**src/rtl/fifo_pkg.sv**
```systemverilog
// Shared definitions for the FIFO read-side drain logic.
package fifo_pkg;

  localparam int unsigned DEF_DWIDTH = 8;

  typedef enum logic [1:0] {
    IDLE  = 2'd0,
    RUN   = 2'd1,
    FLUSH = 2'd2
  } drain_state_e;

endpackage

```
**src/rtl/rd_skid_buf.sv**
```systemverilog
// Small circular buffer that absorbs the FIFO read latency; head reads as 0 when empty.
module rd_skid_buf #(
  parameter int unsigned DWIDTH = 8,
  parameter int unsigned DEPTH  = 2
) (
  input  logic                     clk,
  input  logic                     resetn,
  input  logic                     i_push,
  input  logic [DWIDTH-1:0]        i_wdata,
  input  logic                     i_pop,
  output logic [$clog2(DEPTH):0]   o_occ,
  output logic [DWIDTH-1:0]        o_head
);

  localparam int unsigned AW = $clog2(DEPTH);

  logic [DWIDTH-1:0] r_mem [DEPTH];
  logic [AW:0]       r_wr_ptr;
  logic [AW:0]       r_rd_ptr;

  always_ff @(posedge clk or negedge resetn) begin
    if (!resetn) begin
      r_wr_ptr <= '0;
      r_rd_ptr <= '0;
    end else begin
      if (i_push) r_wr_ptr <= r_wr_ptr + 1'b1;
      if (i_pop)  r_rd_ptr <= r_rd_ptr + 1'b1;
    end
  end

  // Storage needs no reset: pointer reset empties the buffer and head is gated.
  always_ff @(posedge clk) begin
    if (i_push) r_mem[r_wr_ptr[AW-1:0]] <= i_wdata;
  end

  assign o_occ  = r_wr_ptr - r_rd_ptr;
  assign o_head = (o_occ != '0) ? r_mem[r_rd_ptr[AW-1:0]] : '0;

endmodule

```
**src/rtl/fifo_rd_drain.sv**
```systemverilog
// Read-side master for the fifo: issues reads on credit and re-presents words as a valid/ready
// stream, counting delivered words.
module fifo_rd_drain #(
  parameter int unsigned DWIDTH    = fifo_pkg::DEF_DWIDTH,
  parameter int unsigned BUF_DEPTH = 2,
  parameter int unsigned CNT_W     = 16
) (
  input  logic              clk,
  input  logic              resetn,
  input  logic              en,
  input  logic              fifo_isempty,
  input  logic [DWIDTH-1:0] rdata,
  output logic              i_rreq,
  output logic              m_valid,
  output logic [DWIDTH-1:0] m_data,
  input  logic              m_ready,
  output logic              busy,
  output logic [CNT_W-1:0]  rd_count
);

  import fifo_pkg::*;

  localparam int unsigned AW = $clog2(BUF_DEPTH);

  drain_state_e     r_state;
  drain_state_e     w_state_nxt;
  logic             r_inflight;
  logic [CNT_W-1:0] r_count;

  logic [AW:0]        w_occ;
  logic [DWIDTH-1:0]  w_head;
  logic               w_empty;
  logic               w_pop;
  logic [AW+1:0]      w_used;
  logic [AW+1:0]      w_limit;

  rd_skid_buf #(
    .DWIDTH (DWIDTH),
    .DEPTH  (BUF_DEPTH)
  ) u_buf (
    .clk     (clk),
    .resetn  (resetn),
    .i_push  (r_inflight),
    .i_wdata (rdata),
    .i_pop   (w_pop),
    .o_occ   (w_occ),
    .o_head  (w_head)
  );

  assign w_empty = (w_occ == '0);
  assign m_valid = !w_empty;
  assign m_data  = w_head;
  assign w_pop   = m_valid && m_ready;

  // Each outstanding read holds an entry; a pop this cycle frees the slot a new read lands in.
  assign w_used  = {1'b0, w_occ} + {{(AW+1){1'b0}}, r_inflight};
  assign w_limit = (AW+2)'(BUF_DEPTH) + {{(AW+1){1'b0}}, w_pop};
  assign i_rreq  = (r_state == RUN) && en && !fifo_isempty && (w_used < w_limit);

  always_comb begin
    w_state_nxt = r_state;
    unique case (r_state)
      IDLE:    if (en) w_state_nxt = RUN;
      RUN:     if (!en) w_state_nxt = (r_inflight || !w_empty) ? FLUSH : IDLE;
      FLUSH: begin
        if (en)                          w_state_nxt = RUN;
        else if (!r_inflight && w_empty) w_state_nxt = IDLE;
      end
      default: w_state_nxt = IDLE;
    endcase
  end

  always_ff @(posedge clk or negedge resetn) begin
    if (!resetn) begin
      r_state    <= IDLE;
      r_inflight <= 1'b0;
      r_count    <= '0;
    end else begin
      r_state    <= w_state_nxt;
      r_inflight <= i_rreq;
      if (w_pop) r_count <= r_count + 1'b1;
    end
  end

  assign busy     = (r_state != IDLE);
  assign rd_count = r_count;

endmodule

```
**config.mk**
```make
export PLATFORM = sky130hd
export DESIGN_NAME = fifo_rd_drain
export DESIGN_NICKNAME = d
export VERILOG_FILES = /design/src/rtl/fifo_pkg.sv /design/src/rtl/rd_skid_buf.sv /design/src/rtl/fifo_rd_drain.sv
export SDC_FILE = /design/constraint.sdc
export NUM_CORES = 1
export LEC_CHECK = 0
export CORE_MARGIN = 3
export CORE_UTILIZATION = 40
export DETAILED_ROUTE_END_ITERATION = 16
export GPL_TIMING_DRIVEN = 0
export PLACE_DENSITY = 0.75
export RECOVER_POWER = 25
export SKIP_CTS_REPAIR_TIMING = 1
export SLEW_MARGIN = 20
export SYNTH_ARGS = -nofsm -noshare
export SYNTH_HDL_FRONTEND = slang
export SYNTH_HIERARCHICAL = 1
export SYNTH_SLANG_ARGS = --single-unit
```
**constraint.sdc**
```tcl
create_clock -name clk -period 2.9 [get_ports clk]
set_input_delay 0.29 -clock clk [delete_from_list [all_inputs] [get_ports clk]]
set_output_delay 0.29 -clock clk [all_outputs]
set_load 0.03 [all_outputs]
```
Run 1, cells by drive strength:
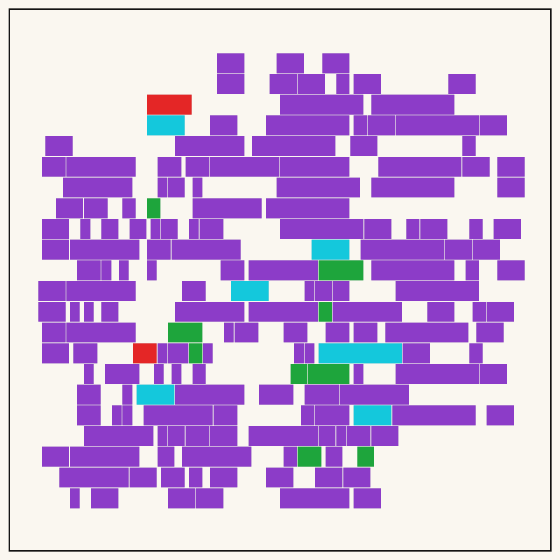
[purple] _0 and _1 cells | cells: 161 | most used: clkdlybuf4s50_1
[cyan] _6 and larger | cells: 6 | most used: clkbuf_8
[green] _2 cells | cells: 9
[red] _3 and _4 cells | cells: 2
Buffers, non-clock: 43
post-route cell area: 0.00225 sq mm

Run 1, wires at chosen ports, followed through buffers:
Bar = 20 um.
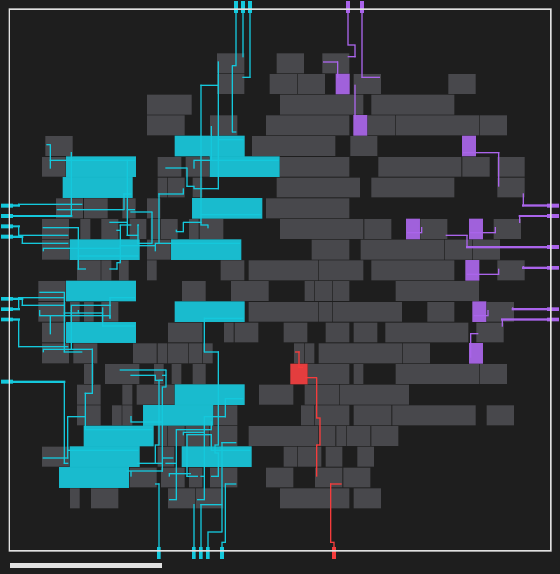
[cyan] rd_count | bits: 16 | direction: output | edge: 8 left, 5 bottom, 3 top | end cells: 16 | buffers: 16 | wire: 609 um
[red] m_valid | bits: 1 | direction: output | edge: bottom | end cells: 1 | buffers: 1 | wire: 28.4 um
[purple] m_data | bits: 8 | direction: output | edge: 6 right, 2 top | end cells: 8 | buffers: 8 | wire: 91.5 um
total I/O pin count: 40
Port Buf Inserts: 39

Run 1, placement view:
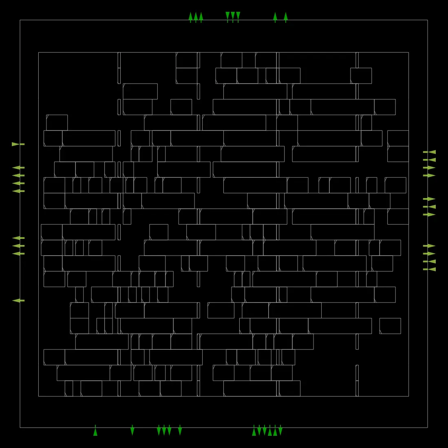
flip-flop and latch share of the layout cell area: 46.9%
Final Non-Filler Cells: 226
end-of-flow core utilization: 58.5%
Std-Cell Core Area: 0.00385 sq mm

==> flow_summary_export.csv, run 1 <==
group,metric,value,unit
critical_path,timing.rr.end,"rd_count[14]$_DFFE_PN0P_",
power_and_ir_drop,sw_share,41.4,%
final_timing,fin_ws,0.195,ns
power_and_ir_drop,p_int,1440,uW
critical_path,worstPathArrival,2.42,ns
yosys,synth.cellmix.compoundShare,3.19,%
yosys,top_cells_by_count,"23 x sky130_fd_sc_hd__dfrtp_1, 16 x sky130_fd_sc_hd__edfxtp_1, 14 x sky130_fd_sc_hd__nand2_1",
final_timing,worst_pin_slew,1.23,ns
grt,grt_max_degree,24,
final_timing,rsz0062_at_grt,"no",
power_and_ir_drop,total_switching_power,1020,uW
route,route.vias.total,1112,
final_timing,final-setup-viol-count,0,
final_timing,drv_slew,0,
power_and_ir_drop,share_comb_of_total_power,49.5,%
critical_path,timing.critical_path.to_type,"output port",
clocking,cts_inserted_buffers,5,
power_and_ir_drop,share_seq_of_total_power,32.2,%
yosys,ys_cells,131,
critical_path,ff_to_ff_setup_slack,0.47,ns
outcome,run_status,"completed",
route,detail_route.wirelength,3270,um
-- run 1: layout by cell type, fill, tap and decap left out, types with 3 or more instances in the layout --
cell type | Yosys | layout
sky130_fd_sc_hd__nor2_1 | 5 | 5
sky130_fd_sc_hd__edfxtp_1 | 16 | 16
sky130_fd_sc_hd__and3_1 | 3 | 3
sky130_fd_sc_hd__mux2i_1 | 8 | 8
sky130_fd_sc_hd__dfrtp_1 | 23 | 23
sky130_fd_sc_hd__clkdlybuf4s50_1 | 0 | 29
sky130_fd_sc_hd__ha_1 | 4 | 3
sky130_fd_sc_hd__xnor2_1 | 13 | 13
sky130_fd_sc_hd__a21oi_1 | 8 | 8
sky130_fd_sc_hd__nand2_1 | 14 | 14
sky130_fd_sc_hd__inv_1 | 5 | 5
sky130_fd_sc_hd__dlygate4sd3_1 | 0 | 9
sky130_fd_sc_hd__nand4_1 | 5 | 5
sky130_fd_sc_hd__clkbuf_8 | 0 | 5
sky130_fd_sc_hd__xor2_1 | 7 | 7
-- run 1: cells by family after synthesis --
logic type | count (synthesis)
AOI/OAI and AO/OA | 10
xor gates and xnor gates | 21
adders and majority gates | 4
buffers and inverters | 9
DFF | 39
muxes | 8
and+or+nand+nor | 40
-- run 1: per-stage QoR --
stage	instance area [sq um]	total power (uW)	instances	hold WS (ns)	util, %
after detailed placement	2140	2030	218	0.468	55.4
after global routing	2250	2610	226	0.514	58.5
after global placement	2140	1980	218	0.472	55.4
after floorplan	1690	1570	131	-0.00559	-
final	2250	2460	226	0.481	58.5
after CTS	2250	2480	226	0.482	58.3
-- run 1: worst reg2reg max path: cells and delay by family, from the launching register on --
kind / cells / cell delay (ns)
xor gates and xnor gates: 3 / 0.87
and+or+nand+nor: 2 / 0.69
DFF: 1 / 0.42
buffers and inverters: 1 / 0.19
AOI/OAI and AO/OA: 1 / 0.18
-- run 1: state kept, by name, summed over array words and instances (netlist names) --
| name | cells |
|---|---|
| rd_count | 16 |
| u_buf/r_mem | 16 |
| r_state | 2 |
| u_buf/r_rd_ptr | 2 |
| u_buf/r_wr_ptr | 2 |
| r_inflight | 1 |
-- run 1: power groups by stage --
stage	Sequential, uW	Combinational (uW)	Clock (uW)
after detailed placement	802	1220	0
final	792	1220	451
after global routing	805	1310	492
after global placement	790	1190	0
after floorplan	870	698	0
after CTS	790	1230	459
-- run 1: layout make-up --
class                           count  area [sq um]
Fill cell                         334          1600
Sequential cell                    39          1060
Multi-Input combinational cell     83           596
Timing Repair Buffer               40           397
Clock buffer                        5          68.8
Tap cell                           48          60.1
Clock inverter                      3          43.8
Inverter                            5          18.8
Buffer                              3          13.8
-- run 1: per-layer routing --
layer | global-route usage [%] | vias up
li1 | - | 544
met1 | 17.5 | 532
met2 | 24.6 | 31
met3 | 5.26 | 5
met4 | 6.26 | 0
met5 | 0 | -
--- run 2 (diff from run 1) ---
DONT_BUFFER_PORTS = 1   (was default)
PLACE_DENSITY = 0.6   (was 0.75)
Run 2, wiring by layer:
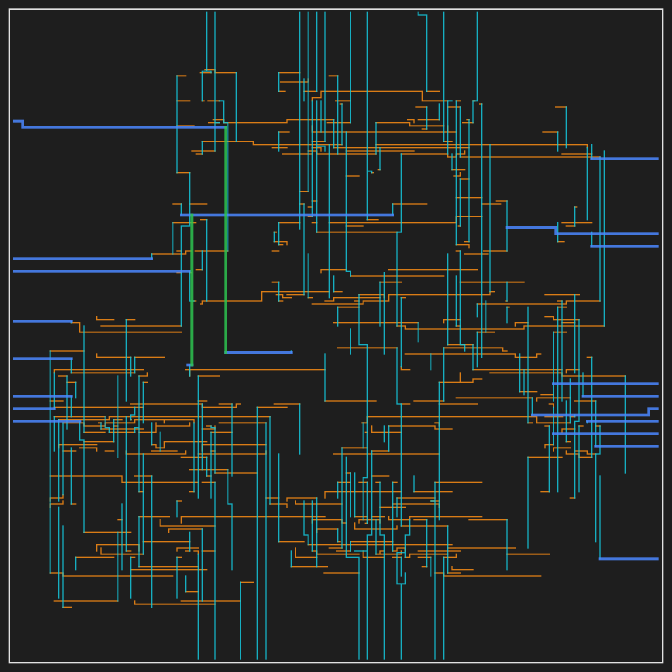
[green] metal 4 | wire length: 40.8 um
[cyan] metal 2 | wire length: 1,480 um
[blue] metal 3 | wire length: 215 um
[orange] metal 1 | wire length: 1,170 um
global router's overall resource usage: 12.0%
detailed-route wire length per cell: 15.5 um

==> flow_summary_export.csv, run 2 <==
group,metric,value,unit
final_timing,final-setup-viol-count,0,
floorplanning,ios,40,
placed_design,placedCellCount,179,
outcome,run_status,"completed",
critical_path,ff_to_ff_setup_slack,0.50,ns
final_timing,rsz0062_at_grt,"no",
cells_and_area,finalNonFillerCells,187,
power_and_ir_drop,totalPowerFinal,2020,uW
grt,grt_max_degree,24,
cells_and_area,layout_top_cells_excl_fill_tap,"23 x sky130_fd_sc_hd__dfrtp_1, 16 x sky130_fd_sc_hd__edfxtp_1, 14 x sky130_fd_sc_hd__nand2_1",
route,route.vias.total,948,
route,detail_route.wirelength,2900,um
clocking,cts_inserted_buffers,5,
yosys,top_cells_by_count,"23 x sky130_fd_sc_hd__dfrtp_1, 16 x sky130_fd_sc_hd__edfxtp_1, 14 x sky130_fd_sc_hd__nand2_1",
placed_design,portBuffers,0,
power_and_ir_drop,vdd.ir_drop.worst,0.000339,V
critical_path,timing.critical_path.to_type,"output port",
job,max_cap_violations,0,
final_timing,drv_slew,0,
critical_path,worstPathArrival,2.35,ns
final_timing,worst_pin_slew,1.22,ns
cells_and_area,final_core_utilization,47.5,%
yosys,ys_cells,131,
clocking,cts_tree,"built",
cells_and_area,post_route_cells_drive_above_1_share,9.35,%
-- run 2: cell counts after synthesis --
Identical to the previous run, type by type.
-- run 2: worst reg2reg max path: stages, from the launching register on --
cell and delay, ns:
sky130_fd_sc_hd__dfrtp_1 0.42, sky130_fd_sc_hd__xnor2_2 0.45, sky130_fd_sc_hd__xnor2_1 0.26, sky130_fd_sc_hd__o21ai_2 0.18, sky130_fd_sc_hd__or4_1 0.51, sky130_fd_sc_hd__buf_2 0.18
sky130_fd_sc_hd__nor3_4 0.19, sky130_fd_sc_hd__xor2_1 0.16
-- run 2: kinds of logic (layout without fill, tap and decap cells) --
logic type	Yosys count	after routing	share of synthesized area, %
AOI/OAI and AO/OA	10	10	3.19
buffers and inverters	9	17	2.15
DFF	39	39	62.7
muxes	8	8	4.75
adders and majority gates	4	4	2.97
and+or+nand+nor	40	40	12.9
xor gates and xnor gates	21	21	11.4
-- run 2: per-stage QoR --
step	hold WS (ns)	area [sq um]	worst slack [ns]
2_1_floorplan	-0.00559	1690	0.669
6_report	0.0782	1830	0.262
3_5_place_dp	-0.00495	1750	0.376
4_1_cts	-0.311	1820	0.0555
5_1_grt	0.0569	1830	0.0585
3_3_place_gp	-0.00491	1750	0.444
-- run 2: report_power, final --
group          switching [uW]  internal, uW  leakage, uW
sequential                195           687     0.000440
combinational             577           240     0.000306
clock                     159           165    0.0000383
total                     932          1090     0.000784
-- run 2: area by class of cell --
type	count	area, sq um	area share (%)
timing repair buffer	2	13.8	0.751
multi-input combinational	83	593	32.4
inverter	5	18.8	1.02
sequential	39	1060	57.7
tap	48	60.1	3.28
buffer	3	13.8	0.751
clock buffer	7	76.3	4.17
-- run 2: metal layers --
metal | global-route usage [%] | up-vias | share of wire (%)
met3 | 6.25 | 4 | 7.4
li1 | - | 466 | -
met1 | 13.8 | 456 | 40
met4 | 4.38 | 0 | 1.4
met5 | 0 | - | 0
met2 | 19.3 | 22 | 51
-- run 2: worst max-delay path by stage --
stage	endpoint	slack [ns]	depth (start not counted)
finish	i_rreq	0.26	7
global route	i_rreq	0.06	7
CTS	i_rreq	0.06	8
detailed placement	i_rreq	0.38	8
global placement	i_rreq	0.44	8
floorplan	i_rreq	0.67	8
--- run 3 (diff from run 2) ---
CORE_MARGIN = 2   (was 3)
Run 3, placement view:
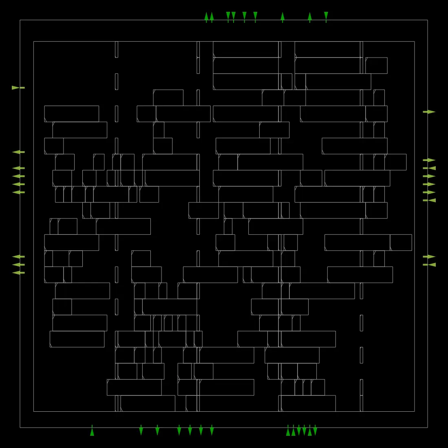
flip-flop and latch share of the layout cell area: 56.3%
Filler cells: 373
Placement Rows: 23
end-of-flow core utilization: 46.6%

==> flow_summary_export.csv, run 3 <==
group,metric,value,unit
final_timing,rsz0062_at_grt,"no",
placed_design,portBuffers,0,
floorplanning,core-area,0.00403,sq mm
yosys,edf_count,16,
placed_design,post_dp_cell_area,0.00175,sq mm
yosys,flip_flop_cell_with_the_highest_count_after_synthesis,"sky130_fd_sc_hd__dfrtp_1",
critical_path,worstSetupPathDepth,8,
final_timing,final-setup-viol-count,0,
route,detail_route.wirelength,2780,um
outcome,run_status,"completed",
critical_path,timing.critical_path.to_type,"output port",
route,routed_wire_length_per_instance,14.6,um
power_and_ir_drop,totalPowerFinal,2130,uW
clocking,cts_inserted_buffers,5,
final_timing,drv_slew,0,
yosys,post_synth_num_cell_types,27,
critical_path,timing.rr.end,"rd_count[14]$_DFFE_PN0P_",
critical_path,ff_to_ff_setup_slack,0.55,ns
power_and_ir_drop,vdd.ir_drop.worst,0.000351,V
cells_and_area,post_route_cells_drive_above_1_share,12.1,%
grt,grt_max_degree,24,
floorplanning,ios,40,
yosys,top_cells_by_count,"23 x sky130_fd_sc_hd__dfrtp_1, 16 x sky130_fd_sc_hd__edfxtp_1, 14 x sky130_fd_sc_hd__nand2_1",
critical_path,worstPathArrival,2.42,ns
grt,groute.usage.overall,13.1,%
critical_path,setup.worst_path.end,"i_rreq",
final_timing,worst_pin_slew,1.23,ns
cells_and_area,layout_top_cells_excl_fill_tap,"23 x sky130_fd_sc_hd__dfrtp_1, 16 x sky130_fd_sc_hd__edfxtp_1, 14 x sky130_fd_sc_hd__nand2_1",
critical_path,cp_top_family,"adder cells",
critical_path,worstPathBufferInverterCount,3,
job,max_cap_violations,0,
grt,grt_overflow_total,0,
route,detail_route.vias_per_cell,5.15,
clocking,clock_latency,0.28,ns
final_timing,fin_ws,0.191,ns
cells_and_area,layout_top_cell_excl_fill_tap,"sky130_fd_sc_hd__dfrtp_1",
clocking,cts_tree,"built",
placed_design,placement.setup.worst_slack,0.408,ns
-- run 3: cell counts after synthesis --
Identical to the previous run, type by type.
-- run 3: cells by family after synthesis --
logic type               share of synthesized area [%]
flip-flops                                        62.7
buffers and inverters                             2.15
AND/OR/NAND/NOR                                   12.9
multiplexers                                      4.75
XOR/XNOR                                          11.4
AND-OR/OR-AND                                     3.19
adder cells (fa/ha/maj)                           2.97
-- run 3: worst min-delay path by stage --
| stage | start | end | cells past startpoint |
|---|---|---|---|
| floorplan | resetn | r_inflight$_DFF_PN0_ | 0 |
| global placement | resetn | rd_count[0]$_DFFE_PN0P_ | 0 |
| detailed placement | resetn | rd_count[8]$_DFFE_PN0P_ | 0 |
| CTS | resetn | u_buf/r_wr_ptr[0]$_DFFE_PN0P_ | 0 |
| global route | en | r_state[1]$_DFFE_PN0P_ | 1 |
| finish | en | r_state[1]$_DFFE_PN0P_ | 1 |
-- run 3: layout make-up --
cell class,count,area [sq um]
fill,373,2150
multi-input combinational,83,594
clock buffer,5,68.8
tap,50,62.6
clock inverter,3,43.8
timing repair buffer,2,13.8
inverter,5,18.8
sequential,39,1060
buffer,4,17.5
-- run 3: power breakdown --
group | internal (uW) | switching (uW)
clock | 256 | 187
combinational | 236 | 568
sequential | 687 | 195
total | 1180 | 950
-- run 3: per-layer routing --
metal / up-vias / track usage [%] / wire length (um)
li1: 468 / - / -
met1: 484 / 13.8 / 1110
met2: 25 / 21.9 / 1410
met3: 7 / 6.01 / 214
met4: 0 / 6.62 / 54
met5: - / 0 / 0
-- run 3: through the flow --
step | instances | hold slack [ns]
final | 191 | 0.0628
after global routing | 191 | 0.0467
after CTS | 189 | -0.326
after detailed placement | 181 | -0.00511
after global placement | 181 | -0.00502
after floorplan | 131 | -0.00559
-- run 3: worst register-to-register path, stage by stage, from the launching register on --
cell                      delay, ns
sky130_fd_sc_hd__dfrtp_1       0.42
sky130_fd_sc_hd__xnor2_2       0.43
sky130_fd_sc_hd__xnor2_1       0.24
sky130_fd_sc_hd__o21ai_2       0.17
sky130_fd_sc_hd__or4_1         0.48
sky130_fd_sc_hd__buf_2         0.18
sky130_fd_sc_hd__nor3_4        0.20
sky130_fd_sc_hd__xor2_1        0.15

==> layout pictures side by side <==
Cell classes on the final placement.
Fill, decap, tap and diode cells in grey.
image #1
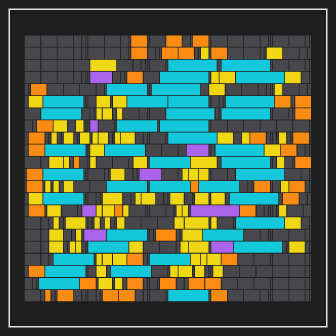
image #2
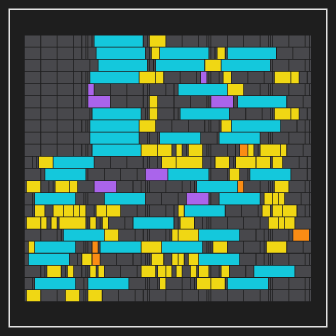
For run 2, see image #2.
For run 1, see image #1.

Power figures rest on the tool's default switching activity, not on a simulated workload.
